### Selected gate families, run 1

The bar under the picture is 10 um long.
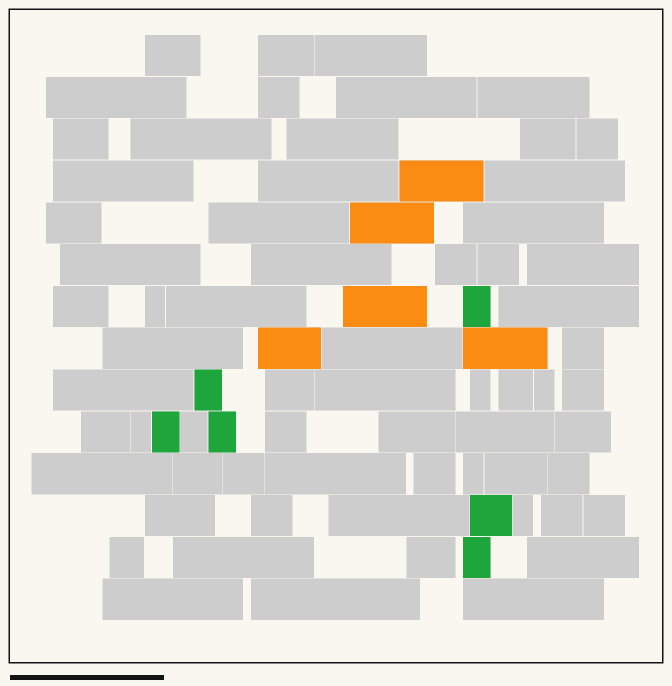
### Placed cells, one colour a class, run 1

The bar under the picture is 10 um long.
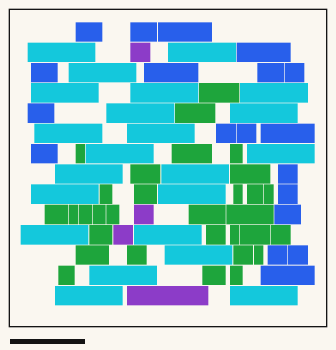
### Cells by drive strength, run 1

The bar under the picture is 10 um long.
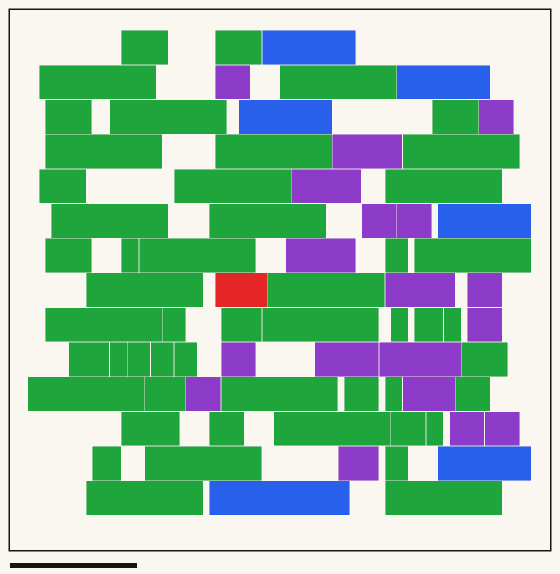
**src/rtl/simon_pkg.sv**
```systemverilog
// Shared definitions for the Simon player-input front end: FSM encoding and default sizing.
package simon_pkg;

  typedef enum logic [1:0] {
    IDLE   = 2'd0,
    HELD   = 2'd1,
    IGNORE = 2'd2,
    FIRE   = 2'd3
  } state_t;

  localparam int DEFAULT_WIDTH           = 4;
  localparam int DEFAULT_DEBOUNCE_CYCLES = 16;

endpackage

```
**src/rtl/simon_debounce.sv**
```systemverilog
// Submit-button synchronizer and debouncer with one-cycle rise/fall pulses on the debounced level.
module simon_debounce
  import simon_pkg::*;
#(
  parameter int DEBOUNCE_CYCLES = DEFAULT_DEBOUNCE_CYCLES
) (
  input  logic clk,
  input  logic rst,
  input  logic btn_raw,
  output logic rise,
  output logic fall
);

  localparam int CW = (DEBOUNCE_CYCLES > 1) ? $clog2(DEBOUNCE_CYCLES) : 1;
  localparam logic [CW-1:0] CNT_LAST = CW'(DEBOUNCE_CYCLES - 1);

  logic [1:0]    sync;
  logic          btn_sync;
  logic          btn_stable;
  logic          stable_q;
  logic [CW-1:0] cnt;

  assign btn_sync = sync[1];

  always_ff @(posedge clk or negedge rst) begin
    if (!rst) begin
      sync       <= '0;
      btn_stable <= 1'b0;
      stable_q   <= 1'b0;
      cnt        <= '0;
    end else begin
      sync     <= {sync[0], btn_raw};
      stable_q <= btn_stable;
      // Any single cycle of agreement restarts the disagreement window.
      if (btn_sync == btn_stable) begin
        cnt <= '0;
      end else if (cnt == CNT_LAST) begin
        btn_stable <= btn_sync;
        cnt        <= '0;
      end else begin
        cnt <= cnt + 1'b1;
      end
    end
  end

  assign rise = btn_stable & ~stable_q;
  assign fall = ~btn_stable & stable_q;

endmodule

```
**src/rtl/simon_input_capture.sv**
```systemverilog
// Simon player-input front end: debounced submit button, pattern capture and valid strobe.
// Optional macro SIMON_INPUT_REJECT_ZERO_EN suppresses valid for all-zero patterns.
module simon_input_capture
  import simon_pkg::*;
#(
  parameter int WIDTH           = DEFAULT_WIDTH,
  parameter int DEBOUNCE_CYCLES = DEFAULT_DEBOUNCE_CYCLES
) (
  input  logic             clk,
  input  logic             rst,
  input  logic             btn_raw,
  input  logic [WIDTH-1:0] sw_in,
  input  logic             arm,
  output logic             valid,
  output logic [WIDTH-1:0] pattern_out,
  output logic             busy
);

  logic [WIDTH-1:0] sw_meta;
  logic [WIDTH-1:0] sw_sync;
  logic             rise;
  logic             fall;
  state_t           state;

  simon_debounce #(
    .DEBOUNCE_CYCLES(DEBOUNCE_CYCLES)
  ) u_debounce (
    .clk     (clk),
    .rst     (rst),
    .btn_raw (btn_raw),
    .rise    (rise),
    .fall    (fall)
  );

  always_ff @(posedge clk or negedge rst) begin
    if (!rst) begin
      sw_meta <= '0;
      sw_sync <= '0;
    end else begin
      sw_meta <= sw_in;
      sw_sync <= sw_meta;
    end
  end

  always_ff @(posedge clk or negedge rst) begin
    if (!rst) begin
      state       <= IDLE;
      pattern_out <= '0;
    end else begin
      unique case (state)
        IDLE: begin
          if (rise) begin
            if (arm) begin
              pattern_out <= sw_sync;
              state       <= HELD;
            end else begin
              state <= IGNORE;
            end
          end
        end
        HELD: begin
          // Withdrawn arm wins over a simultaneous release.
          if (!arm) begin
            state <= IGNORE;
          end else if (fall) begin
`ifdef SIMON_INPUT_REJECT_ZERO_EN
            state <= (pattern_out == '0) ? IDLE : FIRE;
`else
            state <= FIRE;
`endif
          end
        end
        IGNORE: begin
          if (fall) state <= IDLE;
        end
        FIRE: begin
          state <= IDLE;
        end
        default: state <= IDLE;
      endcase
    end
  end

  assign valid = (state == FIRE);
  assign busy  = (state != IDLE);

endmodule
```
**config.mk**
```make
export PLATFORM = sky130hd
export DESIGN_NAME = simon_input_capture
export DESIGN_NICKNAME = d
export VERILOG_FILES = /design/src/rtl/simon_pkg.sv /design/src/rtl/simon_debounce.sv /design/src/rtl/simon_input_capture.sv
export SDC_FILE = /design/constraint.sdc
export NUM_CORES = 1
export LEC_CHECK = 0
export CORE_MARGIN = 1
export CORE_UTILIZATION = 49
export CTS_CLUSTER_SIZE = 12
export DETAILED_ROUTE_END_ITERATION = 10
export PLACE_DENSITY_LB_ADDON = 0.2
export SKIP_LAST_GASP = 1
export SYNTH_ARGS = -nofsm -noshare
export SYNTH_HDL_FRONTEND = slang
export SYNTH_SLANG_ARGS = --single-unit
export TNS_END_PERCENT = 5
```
**constraint.sdc**
```tcl
create_clock -name clk -period 1.4 [get_ports clk]
set_input_delay 0.28 -clock clk [delete_from_list [all_inputs] [get_ports clk]]
set_output_delay 0.28 -clock clk [all_outputs]
set_load 0.05 [all_outputs]
```
==> flow_metrics.py, run 1 <==
# Metrics from the implementation run
metrics = {
    "die": {
        "fp_util": 0.531,
        "die_area_sq_um": 1800,
        "die_height_um": 42.4,
        "rows": 14,
        "ios": 14,
        "fp.dieW_um": 42.4,
    },
    "yosys": {
        "synth.avg_cell_area_sq_um": 15.1,
        "topCellsByArea": "dfrtp_1 (69%), mux2_4 (7.5%), nand3_4 (2.2%), xnor2_1 (2.2%), a21oi_1 (1.9%)",
        "netlist_area_sq_um": 800,
        "syn_nets": 62,
        "synth_top_area_share": 0.689,
        "netlist_instances": 53,
        "ys_chip_area_sq_um": 800,
        "ys_warn_count": 0,
        "ys_ff": 22,
        "yosys.cell_types.count": 20,
        "yosysTopAreaCell": "dfrtp_1",
    },
    "power_and_ir_drop": {
        "vdd_drop_max_mv": 0.823,
        "leakage_nw": 0.509,
        "total_power_w": 0.00122,
        "power_density_nw_per_um2": 1110,
    },
    "routing": {
        "firstDrtPassIters": 4,
        "wl_per_cell_um": 12.7,
        "vias": 490,
        "vias_per_cell": 5.33,
        "drtIter0Drc": 3,
        "ant_nets": 0,
        "wirelength_um": 1170,
    },
    "clock_tree": {
        "ctsHoldBuffers": 0,
        "root_buffer": "clkbuf_4",
        "cts_sinks": 22,
        "cts_tree": "built",
        "cts_buffers": 3,
        "cts-root-to-sink-buffers": 2,
        "insertion_delay_ns": 0.31,
        "clkTransAtPathRegs_ns": 0.12,
    },
    "critical_path": {
        "end_kind": "output port",
        "start_kind": "flop",
        "r2r_slack_ns": 0.17,
        "critPathKind": "flop to output port",
        "timing.rr.start": "u_debounce.cnt[0]",
        "r2r-end": "u_debounce.btn_stable",
    },
    "finish": {
        "syn_to_final_growth_pct": 37.9,
        "insertedDiodeCount": 0,
        "fin_util": 0.732,
        "nets": 86,
        "drive_above_1_share": 0.329,
    },
    "timing": {
        "period_needed_ns": 1.37,
        "maxSlewHeadroom": 0.756,
        "rsz0062_at_grt": "true",
        "max_freq_ghz": 0.731,
        "worstMarginPinSlew_ns": 0.364,
        "worst_hold_slack_ns": 0.292,
        "setup_ws_ns": 0.0323,
        "setup_viol": 0,
        "timing.final.max_slew_violations": 0,
        "skew_ns": 0.00935,
        "post-route-period-util": 0.977,
        "hold_viol_final": 0,
    },
    "global_route": {
        "grt_start_max_net_pins": 23,
        "track_usage": 0.164,
        "grt_pass1_wl_um": 2060,
        "antenna_found_initial": 0,
        "grt_pass1_vias": 504,
    },
    "job": {
        "warnings": 27,
        "max_cap_violations": 0,
    },
    "placement": {
        "preCtsSetupSlack_ns": 0.0116,
        "gp_congestion": 0.725,
        "dp_hpwl_um": 772,
    },
    "min_path": {
        "min_path_type": "input port to async pin",
    },
    "status": {
        "status": "finished clean",
    },
}
Notes on 'Selected gate families' above:
Key: inverting AOI/OAI gates = green [cells 6]; multiplexers = orange [cells 5, where middle]

Notes on 'Placed cells, one colour a class' above:
Key: combinational and other logic = green [cells 31, share of their area 24%]; other buffers and delay cells = blue [cells 19, share of their area 21%]; clock drivers and dummy loads = purple [cells 4, share of their area 4.9%]; flops = cyan [cells 22, share of their area 51%]

Notes on 'Cells by drive strength' above:
Key: _3 and _4 cells = purple [cells 18, share 24%]; _2 cells = red [cells 1, share 1.3%]; _6 and larger = blue [cells 6, share 7.9%]; _0 and _1 cells = green [cells 51, share 67%]

==> run 1: report_power, final <==
group / leakage [nW] / total (W) / switching (W) / internal (W)
clock network: 0.0279 / 0.000472 / 0.000183 / 0.000290
logic: 0.201 / 0.0000774 / 0.0000358 / 0.0000416
registers: 0.279 / 0.000673 / 0.0000146 / 0.000658
total: 0.509 / 0.00122 / 0.000233 / 0.000990
==> run 1: layout by cell type (no fill, tap or decap), drive strengths merged <==
master         count
nor2b              2
nor2               4
and2               1
dfrtp             22
a22oi              1
clkbuf             3
o21ai              2
bufinv             1
mux2               5
nor3b              2
clkdlybuf4s50      7
ha                 1
buf               12
nand3              2
nand4b             1
inv                3
a21oi              3
a21o               1
xnor2              2
nand2b             1
==> run 1: worst max-delay path: stages (launching register included) <==
cell and delay, ns:
dfrtp_1 0.44, nor2_4 0.12, inv_1 0.04, buf_4 0.18
==> run 1: cells by family after synthesis <==
family | Yosys count | share of synthesized area
multiplexers | 5 | 0.0892
AND/OR/NAND/NOR | 13 | 0.121
AND-OR/OR-AND | 7 | 0.0501
XOR/XNOR | 2 | 0.0219
buffers and inverters | 3 | 0.0141
flip-flops | 22 | 0.689
adder cells (fa/ha/maj) | 1 | 0.0156
==> run 1: metal layers <==
metal / wire, um / global-route usage
met5: 0 / 0
met4: 55 / 0.156
met3: 44 / 0.0302
met2: 552 / 0.258
met1: 515 / 0.183
==> run 1: cell type report <==
cell class / count / area (sq um)
multi-input cells: 28 / 245
flip-flops and latches: 22 / 551
well taps: 16 / 20.0
fillers: 106 / 404
clock buffers: 3 / 22.5
inverters: 3 / 11.3
clock inverters: 1 / 30.0
repair buffers: 19 / 223
==> run 1: per-stage QoR <==
stage	cells	setup TNS, ns	area, sq um
floorplan	53	0	800
global placement	84	0	1010
detailed placement	84	0	1010
CTS	91	0	1090
global route	92	-0.0329	1100
finish	92	0	1100
==> run 1: worst max path at each step <==
stage	from	to	slack, ns	depth (start not counted)
floorplan	u_debounce.cnt[0]	u_debounce.btn_stable	0.25	3
global placement	arm	pattern_out[1]	0.04	3
detailed placement	arm	state[1]	0.01	5
CTS	state[1]	valid	0.02	2
global route	state[0]	busy	-0.02	3
finish	state[1]	busy	0.03	3
==> run 1: state kept, by name, summed over array words and instances, names as in the netlist <==
name                   flops
sw_meta                    4
u_debounce.btn_stable      1
sw_sync                    4
u_debounce.sync            2
u_debounce.stable_q        1
state                      2
pattern_out                4
u_debounce.cnt             4
==> run 1: what timing repair did <==
action                     in CTS  in global routing
resized                         1                  1
setup endpoints to repair       2                  2
pin swaps                       1                  0
setup buffers                   3                  1
==> run 1: Yosys cell counts (all sizes together) <==
cell,count
and2,1
nand3,2
nand4b,1
a21o,1
nand2b,1
a21oi,3
inv,3
nor2b,2
a22oi,1
xnor2,2
o21ai,2
nor2,4
mux2,5
nor3b,2
ha,1
dfrtp,22
==> run 2: changes to the inputs <==
- CORE_UTILIZATION: 49 -> 48
- SYNTH_HIERARCHICAL: not set -> 1
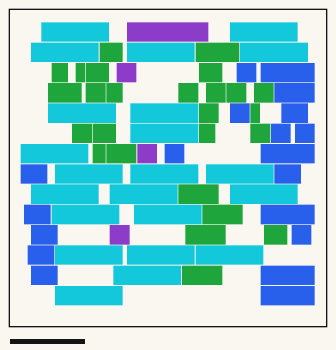
*Placed cells, one colour a class, run 2*
The bar under the picture is 10 um long.
Key: flops = cyan [cells 22, share of their area 52%]; clock drivers and dummy loads = purple [cells 4, share of their area 4.9%]; other buffers and delay cells = blue [cells 19, share of their area 22%]; combinational and other logic = green [cells 26, share of their area 22%]

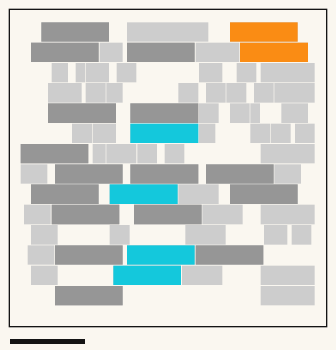
*Register map, names as in the netlist, run 2*
The bar under the picture is 10 um long. Other sequential cells in the stronger grey, the rest of the logic in the fainter grey.
Key: state = orange [sequential cells 2]; sw_sync = cyan [sequential cells 4]

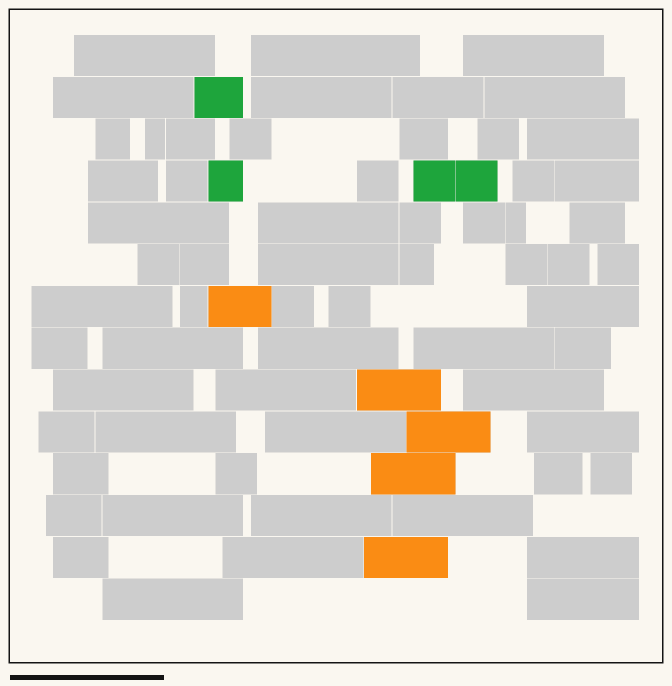
*Selected gate families, run 2*
The bar under the picture is 10 um long.
Key: inverting AOI/OAI gates = green [cells 4, where top middle]; multiplexers = orange [cells 5]

==> run 2 against run 1 <==
Net effect: sequential power hardly changed; total power shrank 0.83%; the flow now finishes with violations (negative setup slack); global-route usage is 2.0 points lower; cell count decreased by 5.4%; synthesized area fell by 2.0%; utilization down 0.91 points; clock skew barely moved.
==> flow_metrics.py, run 2 <==
# Metrics from the implementation run
metrics = {
    "timing": {
        "fin_tns_setup_ns": -0.0151,
        "max_freq_ghz": 0.707,
        "maxSlewHeadroom": 0.782,
        "rsz0062_at_grt": "true",
        "setup_viol": 1,
        "post-route-period-util": 1.01,
        "hold_viol_final": 0,
        "setup_ws_ns": -0.0151,
        "timing.final.max_slew_violations": 0,
        "worstMarginPinSlew_ns": 0.325,
        "skew_ns": 0.00932,
    },
    "clock_tree": {
        "clkTransAtPathRegs_ns": 0.12,
        "cts_tree": "built",
        "cts_buffers": 3,
        "ctsHoldBuffers": 0,
        "insertion_delay_ns": 0.30,
        "root_buffer": "clkbuf_4",
    },
    "die": {
        "die_area_sq_um": 1800,
        "die_height_um": 42.4,
        "ios": 14,
        "fp.dieW_um": 42.4,
        "fp_util": 0.520,
    },
    "finish": {
        "nets": 81,
        "lay_top_count": "dfrtp_1",
        "drive_above_1_share": 0.324,
        "insertedDiodeCount": 0,
        "syn_to_final_growth_pct": 39.0,
        "num-fill-cells": 98,
    },
    "power_and_ir_drop": {
        "comb_power_share": 0.063,
        "pwr-share-clk": 0.384,
        "power_frac_seq": 0.554,
        "power_switching_w": 0.000222,
        "p_int_w": 0.000991,
        "leakage_nw": 0.510,
    },
    "critical_path": {
        "path_buffers": 1,
        "timing.rr.start": "state[1]",
        "slowest_stage": "dfrtp_1",
        "r2r_slack_ns": 0.03,
        "critPathCapture": "busy",
        "startpoint": "state[1]",
        "r2r-end": "pattern_out[3]",
    },
    "global_route": {
        "grt_pass1_vias": 411,
        "grt_pass1_wl_um": 1840,
        "grt_start_max_net_pins": 23,
        "track_usage": 0.144,
    },
    "yosys": {
        "yosysTopAreaCell": "dfrtp_1",
        "netlist_instances": 48,
        "ys_ff": 22,
        "synth.avg_cell_area_sq_um": 16.3,
        "synth_top_flop_cell": "dfrtp_1",
        "ys_chip_area_sq_um": 783,
        "topCellsByArea": "dfrtp_1 (70%), mux2_4 (7.7%), xnor2_1 (2.2%), and4bb_4 (2.1%), nor3b_1 (1.9%)",
        "async_reset_ff_frac": 1.00,
    },
    "routing": {
        "firstDrtPassIters": 2,
        "vias": 446,
        "drtIter0Drc": 1,
        "wirelength_um": 1100,
    },
    "job": {
        "warnings": 28,
    },
    "placement": {
        "gp_congestion": 0.651,
    },
    "min_path": {
        "min_path_type": "input port to async pin",
    },
    "status": {
        "violations": "negative setup slack",
        "status": "finished, violations left",
    },
}
==> run 2: metrics by stage <==
| stage | worst slack (ns) | util | power (W) | cells | area [sq um] |
|---|---|---|---|---|---|
| 2_1_floorplan | 0.115 | - | 0.000708 | 48 | 783 |
| 3_3_place_gp | -0.0991 | 0.666 | 0.000749 | 80 | 1000 |
| 3_5_place_dp | -0.125 | 0.666 | 0.000753 | 80 | 1000 |
| 4_1_cts | -0.0213 | 0.718 | 0.00123 | 86 | 1080 |
| 5_1_grt | -0.0627 | 0.723 | 0.00126 | 87 | 1090 |
| 6_report | -0.0151 | 0.723 | 0.00121 | 87 | 1090 |
==> run 2: worst reg2reg max path, cell delays in order, from the launching register on <==
cell,delay (ns)
dfrtp_1,0.43
buf_4,0.16
and4bb_4,0.38
mux2_4,0.31
==> run 2: cells by family after synthesis <==
logic type,synth area share
AOI/OAI and AO/OA,0.0479
DFF,0.703
xor gates and xnor gates,0.0224
muxes,0.0911
and+or+nand+nor,0.120
adders and majority gates,0.0160
==> run 2: layout make-up <==
class                   instances  area, sq um  area share
repair buffers                 19          230       0.211
multi-input cells              26          235       0.216
flip-flops and latches         22          551       0.506
clock inverters                 1         30.0      0.0276
clock buffers                   3         22.5      0.0207
well taps                      16         20.0      0.0184
==> run 2: how the worst min path moves through the flow <==
stage,start,to,slack (ns)
floorplan,rst,pattern_out[0],-0.02
global placement,sw_meta[3],sw_sync[3],0.33
detailed placement,sw_meta[3],sw_sync[3],0.34
CTS,rst,pattern_out[2],0.32
global route,rst,pattern_out[0],0.33
finish,rst,pattern_out[1],0.32
==> run 2: routing by layer <==
metal,track usage,routed length [um]
met1,0.188,493
met2,0.231,560
met3,0.0259,44
met4,0.0750,0
met5,0,0
==> run 2: what timing repair did <==
item | CTS | global route
pin swaps | 1 | 0
cloned | 0 | 0
setup endpoints to repair | 2 | 6
resized | 3 | 0
setup buffers | 2 | 1
==> run 2: power groups by stage <==
stage,Clock (W),Combinational (W),Sequential [W]
5_1_grt,0.000499,0.0000844,0.000674
6_report,0.000465,0.0000758,0.000671
3_3_place_gp,0,0.0000662,0.000683
4_1_cts,0.000482,0.0000748,0.000671
2_1_floorplan,0,0.0000260,0.000683
3_5_place_dp,0,0.0000679,0.000685
==> run 3: changes to the inputs <==
- CAP_MARGIN: not set -> 20
- CORE_MARGIN: 1 -> 1.5
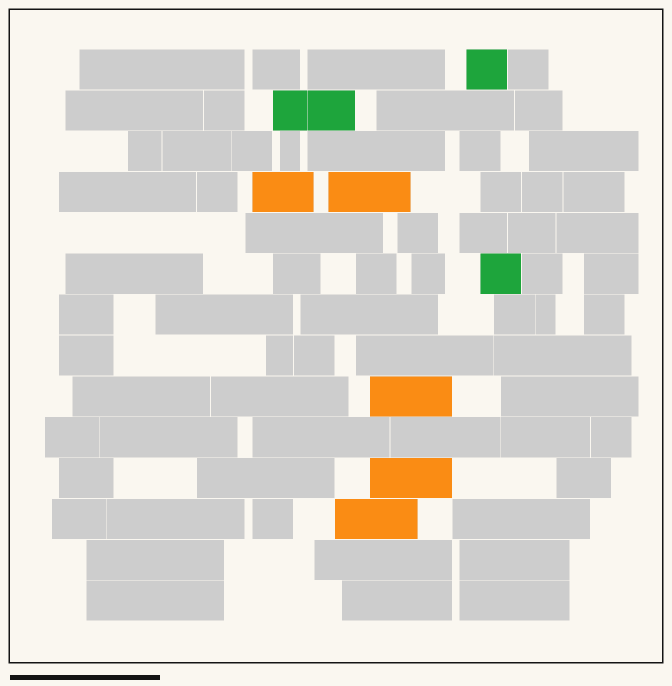
*Selected gate families, run 3*
The bar under the picture is 10 um long.
Key: multiplexers = orange [cells 5]; inverting AOI/OAI gates = green [cells 4]

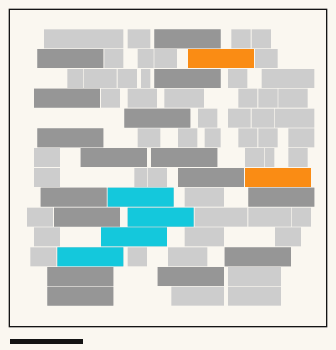
*Register map, names as in the netlist, run 3*
The bar under the picture is 10 um long. Other sequential cells in the stronger grey, the rest of the logic in the fainter grey.
Key: sw_sync = cyan [sequential cells 4]; state = orange [sequential cells 2]
Another 16 sequential cells are not coloured.

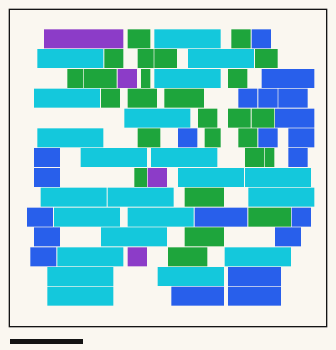
*Placed cells, one colour a class, run 3*
The bar under the picture is 10 um long.
Key: combinational and other logic = green [cells 26, share of their area 22%]; other buffers and delay cells = blue [cells 21, share of their area 23%]; flops = cyan [cells 22, share of their area 51%]; clock drivers and dummy loads = purple [cells 4, share of their area 4.8%]

==> run 3 against run 2 <==
Net effect: the run still ends with negative setup slack left; utilization rose by 0.48 points; hold slack worse by 0.017 ns; maximum frequency is 0.72% higher; setup slack better by 0.010 ns; non-clock buffer count increased by 2; synthesized cell count did not move; global-route usage barely moved; total power up 0.41%; first-iteration DRC count increased to 5.0 times the previous value; clock skew is 0.0018 ns lower; synthesized area did not move; die size is 4.8% higher; largest power group unchanged.
==> flow_metrics.py, run 3 <==
# Metrics from the implementation run
metrics = {
    "global_route": {
        "grt_start_max_net_pins": 23,
        "grt_pass1_vias": 458,
        "antenna_found_initial": 0,
        "track_usage": 0.144,
        "grt_pass1_wl_um": 1900,
    },
    "yosys": {
        "simple_gate_share": 0.120,
        "synth_top_area_share": 0.703,
        "logic_family": "simple AND/OR/NAND/NOR gates",
        "netlist_area_sq_um": 783,
        "common_cells": "dfrtp_1 (22), mux2_4 (4)",
        "synth.avg_cell_area_sq_um": 16.3,
        "ys_sh_xor": 0.0224,
        "ys_ff": 22,
        "syn_nets": 57,
        "ys_chip_area_sq_um": 783,
        "edf_count": 0,
        "most_common_cell": "dfrtp_1",
        "async_reset_ff_frac": 1.00,
        "synthAoiAreaFrac": 0.0479,
        "ys_sh_adder": 0.0160,
        "ys_warn_count": 6,
        "ys_sh_mux": 0.0911,
        "netlist_instances": 48,
        "topCellsByArea": "dfrtp_1 (70%), mux2_4 (7.7%), xnor2_1 (2.2%), and4bb_4 (2.1%), nor3b_1 (1.9%)",
        "yosysTopAreaCell": "dfrtp_1",
        "synth_top_flop_cell": "dfrtp_1",
        "yosys.cell_types.count": 20,
    },
    "placement": {
        "gp_congestion": 0.680,
        "dp_cells": 80,
        "dp_hpwl_um": 817,
        "preCtsSetupSlack_ns": -0.121,
        "placed_cell_area_sq_um": 1000,
    },
    "routing": {
        "vias_per_cell": 5.00,
        "vias": 445,
        "firstDrtPassIters": 3,
        "wirelength_um": 1130,
        "drtIter0Drc": 5,
        "wl_per_cell_um": 12.7,
        "ant_nets": 0,
    },
    "timing": {
        "period_needed_ns": 1.41,
        "setup_viol": 2,
        "skew_ns": 0.00750,
        "max_freq_ghz": 0.712,
        "worstMarginPinSlew_ns": 0.371,
        "hold_viol_final": 0,
        "timing.final.max_slew_violations": 0,
        "setup_ws_ns": -0.00501,
        "maxSlewHeadroom": 0.751,
        "rsz0062_at_grt": "true",
        "post-route-period-util": 1.00,
    },
    "clock_tree": {
        "cts-root-to-sink-buffers": 2,
        "cts_tree": "built",
        "cts_buffers": 3,
        "htreeDepth": 1,
        "ctsHoldBuffers": 0,
        "insertion_delay_ns": 0.30,
        "cts_sinks": 22,
        "root_buffer": "clkbuf_4",
        "clkTransAtPathRegs_ns": 0.12,
    },
    "critical_path": {
        "r2r_slack_ns": 0.05,
        "path_buffers": 1,
        "path_depth": 2,
        "startpoint": "state[1]",
        "end_kind": "output port",
        "start_kind": "flop",
        "crit_family": "flip-flops",
        "timing.rr.start": "state[1]",
        "arrival_ns": 1.13,
        "slowest_stage": "dfrtp_1",
        "r2r-end": "pattern_out[1]",
        "critPathKind": "flop to output port",
        "cpPeakStageDelay_ns": 0.42,
        "worstPathCellList": "or2_4 -> buf_8",
        "critPathCapture": "busy",
    },
    "finish": {
        "nets": 83,
        "final_cells": 89,
        "fin_area_sq_um": 1110,
        "drive_above_1_share": 0.342,
        "lay_top_count": "dfrtp_1",
        "insertedDiodeCount": 0,
        "num-fill-cells": 114,
        "fin_util": 0.727,
        "lay_top_cells": "dfrtp_1 (22), clkdlybuf4s50_1 (7), buf_4 (7)",
        "syn_to_final_growth_pct": 41.5,
    },
    "status": {
        "status": "finished, violations left",
        "violations": "negative setup slack",
    },
    "die": {
        "rows": 14,
        "fp.dieW_um": 43.4,
        "ios": 14,
        "fp_util": 0.514,
        "die_area_sq_um": 1880,
        "die_height_um": 43.4,
    },
    "power_and_ir_drop": {
        "vdd_drop_max_mv": 1.03,
        "power_density_nw_per_um2": 1100,
        "leakage_nw": 0.523,
        "total_power_w": 0.00122,
    },
    "job": {
        "max_cap_violations": 0,
        "warnings": 28,
    },
    "min_path": {
        "min_path_type": "input port to async pin",
    },
}
==> run 3: worst min-delay path by stage <==
| stage | from | to | slack (ns) | cells past startpoint |
|---|---|---|---|---|
| after detailed placement | sw_meta[1] | sw_sync[1] | 0.33 | 0 |
| final | rst | pattern_out[2] | 0.30 | 2 |
| after floorplan | rst | pattern_out[0] | -0.02 | 0 |
| after CTS | rst | pattern_out[2] | 0.30 | 2 |
| after global routing | rst | state[0] | 0.31 | 2 |
| after global placement | sw_meta[0] | sw_sync[0] | 0.33 | 0 |
==> run 3: what timing repair did <==
item	CTS	global route
pin swaps	1	0
endpoints found under the setup margin	2	2
gates resized	5	0
setup buffers	5	0
==> run 3: kinds of logic after synthesis <==
logic type,Yosys count
compound gates,5
fa+ha+maj,1
simple gates,13
xor+xnor,2
mux,5
flops,22
==> run 3: report_power, final <==
group | switching [W] | leakage [nW] | internal (W)
Combinational | 0.0000326 | 0.215 | 0.0000432
Sequential | 0.0000130 | 0.279 | 0.000658
Clock | 0.000181 | 0.0279 | 0.000289
==> run 3: stage by stage <==
step	hold slack (ns)	TNS, ns
after floorplan	-0.0156	0
after global placement	0.332	-0.388
after detailed placement	0.335	-0.464
after CTS	0.302	-0.0362
after global routing	0.314	-0.106
final	0.298	-0.00679
==> run 3: layout make-up <==
type | count | area [sq um] | share of cell area
clock inverters | 1 | 30.0 | 0.0271
flip-flops and latches | 22 | 551 | 0.497
multi-input cells | 26 | 236 | 0.213
clock buffers | 3 | 22.5 | 0.0203
well taps | 16 | 20.0 | 0.0181
repair buffers | 21 | 249 | 0.225
==> run 3: metal layers <==
metal | wire length, um | global-route usage
met1 | 471 | 0.171
met2 | 622 | 0.242
met3 | 35 | 0.0250
met4 | 0 | 0.0909
met5 | 0 | 0
==> run 3: worst register-to-register path: stages, from the launching register on <==
cell      delay, ns
dfrtp_1        0.42
buf_4          0.15
and4bb_4       0.38
mux2_4         0.31
No activity file was given, so power comes from the tool's default toggle rates.
